### src/rtl/bitplane_loader_if.sv
// Bitplane loader bus: element stream in, transposed batch out.
// master = producer/sorter side, slave = loader side.
interface bitplane_loader_if #(
  parameter int unsigned ELEMENT_NUM = 8,
  parameter int unsigned DATA_WIDTH  = 8
);
  logic                              in_valid;
  logic [DATA_WIDTH-1:0]             in_data;
  logic                              in_last;
  logic                              in_ready;
  logic [DATA_WIDTH*ELEMENT_NUM-1:0] planes;
  logic [ELEMENT_NUM-1:0]            elem_mask;
  logic                              planes_valid;
  logic                              planes_ack;

  modport master (
    output in_valid, in_data, in_last, planes_ack,
    input  in_ready, planes, elem_mask, planes_valid
  );

  modport slave (
    input  in_valid, in_data, in_last, planes_ack,
    output in_ready, planes, elem_mask, planes_valid
  );
endinterface

### src/rtl/bitplane_loader.sv
// Bitplane loader: accepts up to ELEMENT_NUM elements, stores them transposed
// as DATA_WIDTH bit-planes (plane k, column i = bit k of element i), and holds
// the batch until the sorter acknowledges it.
// Optional macro LOADER_INVERT_EN: store the complement of each element so the
// downstream narrowing selects the minimum instead of the maximum.
module bitplane_loader #(
  parameter int unsigned ELEMENT_NUM = 8,
  parameter int unsigned DATA_WIDTH  = 8
) (
  input logic               clk,
  input logic               rst,
  bitplane_loader_if.slave  bus
);
  localparam int unsigned PTR_W = $clog2(ELEMENT_NUM + 1);
  localparam logic [PTR_W-1:0] LAST_SLOT = PTR_W'(ELEMENT_NUM - 1);

  typedef enum logic {LOAD, FULL} state_t;

  state_t                            state;
  logic [PTR_W-1:0]                  wr_ptr;
  logic [DATA_WIDTH*ELEMENT_NUM-1:0] planes_r;
  logic [ELEMENT_NUM-1:0]            mask_r;
  logic                              ready_r;
  logic                              valid_r;
  logic [DATA_WIDTH-1:0]             store_data;

`ifdef LOADER_INVERT_EN
  assign store_data = ~bus.in_data;
`else
  assign store_data = bus.in_data;
`endif

  // Load/hold FSM; in_ready and planes_valid are registered alongside the state.
  always_ff @(posedge clk) begin
    if (rst) begin
      state    <= LOAD;
      wr_ptr   <= '0;
      planes_r <= '0;
      mask_r   <= '0;
      ready_r  <= 1'b1;
      valid_r  <= 1'b0;
    end else begin
      case (state)
        LOAD: begin
          if (bus.in_valid) begin
            // Column decode: scatter each data bit into its plane at slot wr_ptr.
            for (int unsigned i = 0; i < ELEMENT_NUM; i++) begin
              if (wr_ptr == PTR_W'(i)) begin
                mask_r[i] <= 1'b1;
                for (int unsigned k = 0; k < DATA_WIDTH; k++) begin
                  planes_r[k*ELEMENT_NUM + i] <= store_data[k];
                end
              end
            end
            wr_ptr <= wr_ptr + 1'b1;
            if (bus.in_last || (wr_ptr == LAST_SLOT)) begin
              state   <= FULL;
              ready_r <= 1'b0;
              valid_r <= 1'b1;
            end
          end
        end
        FULL: begin
          if (bus.planes_ack) begin
            state    <= LOAD;
            wr_ptr   <= '0;
            planes_r <= '0;
            mask_r   <= '0;
            ready_r  <= 1'b1;
            valid_r  <= 1'b0;
          end
        end
        default: begin
          state   <= LOAD;
          ready_r <= 1'b1;
          valid_r <= 1'b0;
        end
      endcase
    end
  end

  assign bus.in_ready     = ready_r;
  assign bus.planes_valid = valid_r;
  assign bus.planes       = planes_r;
  assign bus.elem_mask    = mask_r;
endmodule

### src/flat_wrapper.sv
// flat-port wrapper written by rule: the top's interface ports become plain ports
module bitplane_loader_flat 
#(
  parameter int unsigned ELEMENT_NUM = 8,
  parameter int unsigned DATA_WIDTH  = 8
)
  (clk, rst, bus_in_valid, bus_in_data, bus_in_last, bus_planes_ack, bus_in_ready, bus_planes, bus_elem_mask, bus_planes_valid);
  bitplane_loader_if #(.ELEMENT_NUM(ELEMENT_NUM), .DATA_WIDTH(DATA_WIDTH)) bus_i ();
  input logic clk;
  input logic rst;
  input wire logic [$bits(bus_i.in_valid)-1:0] bus_in_valid;
  input wire logic [$bits(bus_i.in_data)-1:0] bus_in_data;
  input wire logic [$bits(bus_i.in_last)-1:0] bus_in_last;
  input wire logic [$bits(bus_i.planes_ack)-1:0] bus_planes_ack;
  output wire logic [$bits(bus_i.in_ready)-1:0] bus_in_ready;
  output wire logic [$bits(bus_i.planes)-1:0] bus_planes;
  output wire logic [$bits(bus_i.elem_mask)-1:0] bus_elem_mask;
  output wire logic [$bits(bus_i.planes_valid)-1:0] bus_planes_valid;
  assign bus_i.in_valid = bus_in_valid;
  assign bus_i.in_data = bus_in_data;
  assign bus_i.in_last = bus_in_last;
  assign bus_i.planes_ack = bus_planes_ack;
  assign bus_in_ready = bus_i.in_ready;
  assign bus_planes = bus_i.planes;
  assign bus_elem_mask = bus_i.elem_mask;
  assign bus_planes_valid = bus_i.planes_valid;
  bitplane_loader #(.ELEMENT_NUM(ELEMENT_NUM), .DATA_WIDTH(DATA_WIDTH)) u_core (.clk(clk), .rst(rst), .bus(bus_i));
endmodule
### config.mk
export PLATFORM = sky130hd
export DESIGN_NAME = bitplane_loader_flat
export DESIGN_NICKNAME = d
export VERILOG_FILES = /design/src/rtl/bitplane_loader_if.sv /design/src/rtl/bitplane_loader.sv /design/src/flat_wrapper.sv
export SDC_FILE = /design/constraint.sdc
export NUM_CORES = 1
export LEC_CHECK = 0
export CORE_MARGIN = 2
export CORE_UTILIZATION = 51
export CTS_CLUSTER_DIAMETER = 40
export DETAILED_ROUTE_END_ITERATION = 16
export MAX_ROUTING_LAYER = met4
export PLACE_DENSITY = 0.82
export SLEW_MARGIN = 10
export SYNTH_ARGS = -nofsm -noshare
export SYNTH_HDL_FRONTEND = slang
export SYNTH_SLANG_ARGS = --single-unit
### constraint.sdc
create_clock -name clk -period 3.7 [get_ports clk]
set_input_delay 0.555 -clock clk [delete_from_list [all_inputs] [get_ports clk]]
set_output_delay 0.555 -clock clk [all_outputs]
set_load 0.01 [all_outputs]
Figure 1. Clock wires, drivers and flops.
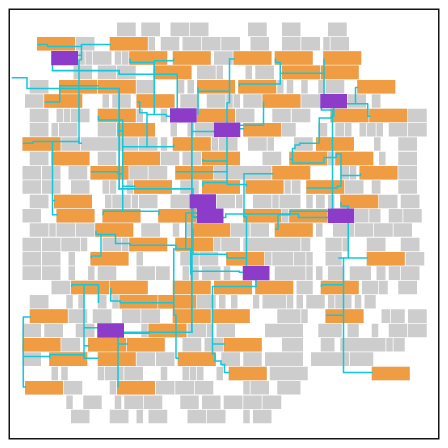
legend:
  clock wires:
    color: cyan
    length: 878 µm
  clock drivers:
    color: purple
    count: 9
  flip-flops:
    color: orange
    count: 79
flops lie: all over the die
routed clock nets: 10

Figure 2. Sizing map.
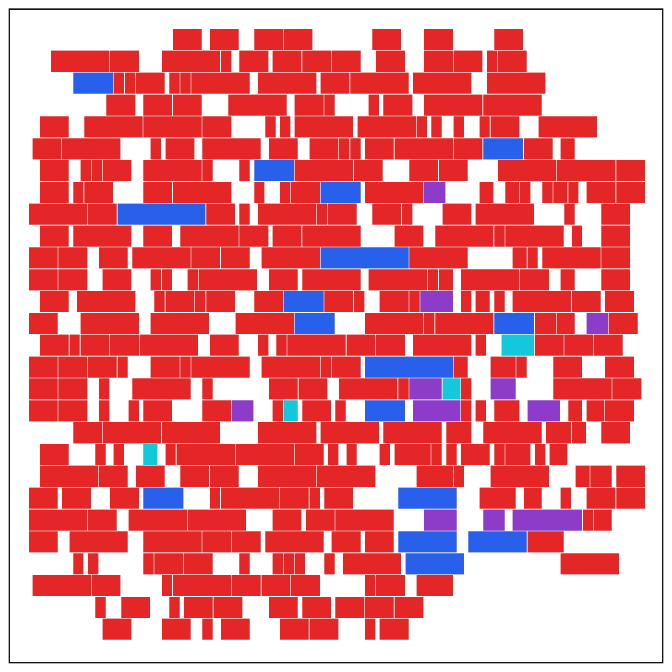
legend:
  _6 and larger:
    color: blue
    cells: 16
    share: 4.2%
    most_used: clkbuf_8
  _2 cells:
    color: cyan
    cells: 4
    share: 1.0%
    most_used: clkinv_2
  _3 and _4 cells:
    color: purple
    cells: 11
    share: 2.9%
  _0 and _1 cells:
    color: red
    cells: 352
    share: 92%
    most_used: clkdlybuf4s50_1

==> impl_metrics.yaml <==
# flow metrics
clock_tree:
  cts_tree: "built"
  holdBufCountCts: 0
  clock_sinks: 79
placement:
  pre_cts_slack_ps: 1310
setup_path:
  cp.arrival_ps: 2360
  start_kind: "input port"
  crit_type: "in -> reg"
  critical_path.max_fanout: 28
floorplan:
  dieArea_um2: 6590
  io_pins: 87
  die_w_um: 81.2
grt:
  grtUsageMet2: 0.369
  met1_usage: 0.315
  grt_start_max_net_pins: 29
  antenna_found_initial: 0
  top_usage_layer: "met2"
  grt_pass1_wl_mm: 11.3
  grt_usage: 0.242
synth:
  synth_seq_share: 0.520
  yosysWarnings: 0
  syn_inst: 290
  avgSynthCellArea_um2: 10.5
  edf_count: 0
  synthesis.nets: 307
  synth_flops: 79
  ys_sh_mux: 0.221
finish:
  lay_top_cells: "clkdlybuf4s50_1 (86), nand2_1 (85), dfxtp_1 (79)"
  area_delta_synth_final_pct: 38.2
  layout_top_cell: "clkdlybuf4s50_1"
  antenna_cells: 0
flow_run:
  drv_cap: 0
  log.warning_count: 29
routing:
  vias: 2328
  final_antenna_net_count: 0
  wl_per_cell_um: 15.9
power:
  p_leak_nw: 1.96
  ir_worst_vdd_mv: 0.299
  pwr-share-clk: 0.418
sta:
  rsz0062_at_grt: "no"
  hold_viol_final: 0
  setup_viol: 0
  finalCritPeriodShare: 0.561
  final.setup_skew_ps: 7.29
  timing.slew.headroom: 0.517
hold_path:
  hold_class: "reg -> reg"
outcome:
  outcome: "completed"
Figure 3. Placed cells, one color a class.
Bar = 20 µm.
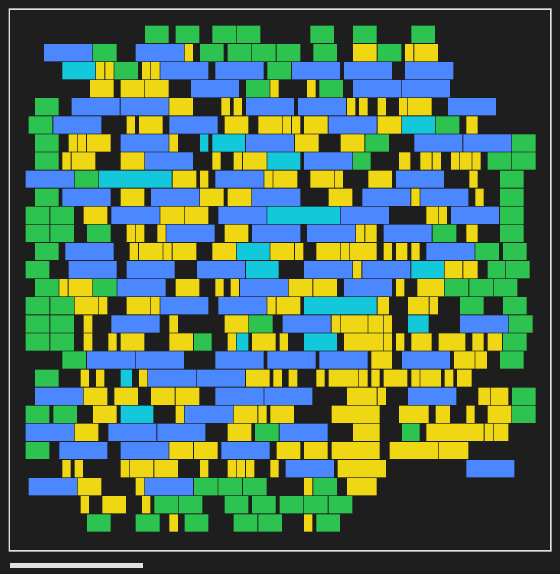
legend:
  flops:
    color: blue
    cells: 79
    share_of_their_area: 39%
  other buffers and delay cells:
    color: green
    cells: 90
    share_of_their_area: 22%
  clock drivers and dummy loads:
    color: cyan
    cells: 16
    share_of_their_area: 5.8%
  combinational and other logic:
    color: yellow
    cells: 198
    share_of_their_area: 34%
Finished Core Util: 0.718
cell row count: 28
placeable core area: 5850 µm²
Final Cell Area: 4200 µm²
fraction of area in registers: 0.377

[area by class of cell]
class,count,area (µm²)
repair buffers,90,891
well taps,75,93.8
clock inverters,6,109
multi-input cells,196,1390
clock buffers,10,128
flip-flops and latches,79,1580
fillers,441,1650
inverters,2,7.51
[worst max-delay path, stage by stage]
cell             delay (ps)
clkdlybuf4s50_1         540
a21oi_4                 650
buf_4                   370
nand2_1                  90
mux2i_1                 130
[kinds of logic after synthesis]
group / Yosys count
buffers and inverters: 15
adders and majority gates: 4
muxes: 67
xor gates and xnor gates: 1
and+or+nand+nor: 108
DFF: 79
AOI/OAI and AO/OA: 16
[routing by layer]
layer	share of wire	wire length (µm)	up-vias
li1	-	-	1141
met1	0.47	3450	1106
met2	0.46	3390	70
met3	0.050	368	11
met4	0.012	88	0
met5	0	0	-
[power by group through the flow]
stage	registers, mW	clock network (mW)	logic (mW)
after floorplan	0.909	0	0.0928
after global placement	0.905	0	0.165
after detailed placement	0.905	0	0.168
after CTS	0.885	0.767	0.169
after global routing	0.889	0.796	0.180
final	0.885	0.758	0.168
[path summary, 6_finish.rpt]
check,start,end,slack [ps],cells after the start
worst max-delay path,bus_planes_ack,u_core.bus.planes[2],1620,5
worst max register to register,u_core.state,u_core.bus.planes[2],1870,4
worst min-delay path,u_core.bus.elem_mask[3],u_core.bus.elem_mask[3],460,2
worst min register to register,u_core.bus.elem_mask[3],u_core.bus.elem_mask[3],460,2
[per-stage QoR]
step / total power [mW] / std cells / hold WS (ps) / util / cell area [µm²]
after CTS: 1.82 / 458 / 457 / 0.718 / 4200
final: 1.81 / 458 / 458 / 0.718 / 4200
after global routing: 1.87 / 458 / 477 / 0.718 / 4200
after detailed placement: 1.07 / 442 / 446 / 0.678 / 3960
after floorplan: 1.00 / 290 / 481 / - / 3040
after global placement: 1.07 / 442 / 443 / 0.678 / 3960
[sequential cells by signal, summed over array words and instances (netlist names)]
register,flops
u_core.bus.planes,64
u_core.bus.elem_mask,8
u_core.wr_ptr,4
u_core.bus.in_ready,1
u_core.bus.planes_valid,1
u_core.state,1
[cell usage after synthesis, types with 2 or more instances]
cell      number
inv_1          2
ha_1           4
nor2b_1        2
buf_2         10
mux2i_1       66
and3b_1        2
nand2_1       85
clkbuf_1       2
nor2_1         4
nand2_8        4
nand2_4        4
o22a_1         2
a21oi_1       11
nand2b_1       2
dfxtp_1       79
Power figures rest on the tool's default switching activity, not on a simulated workload.
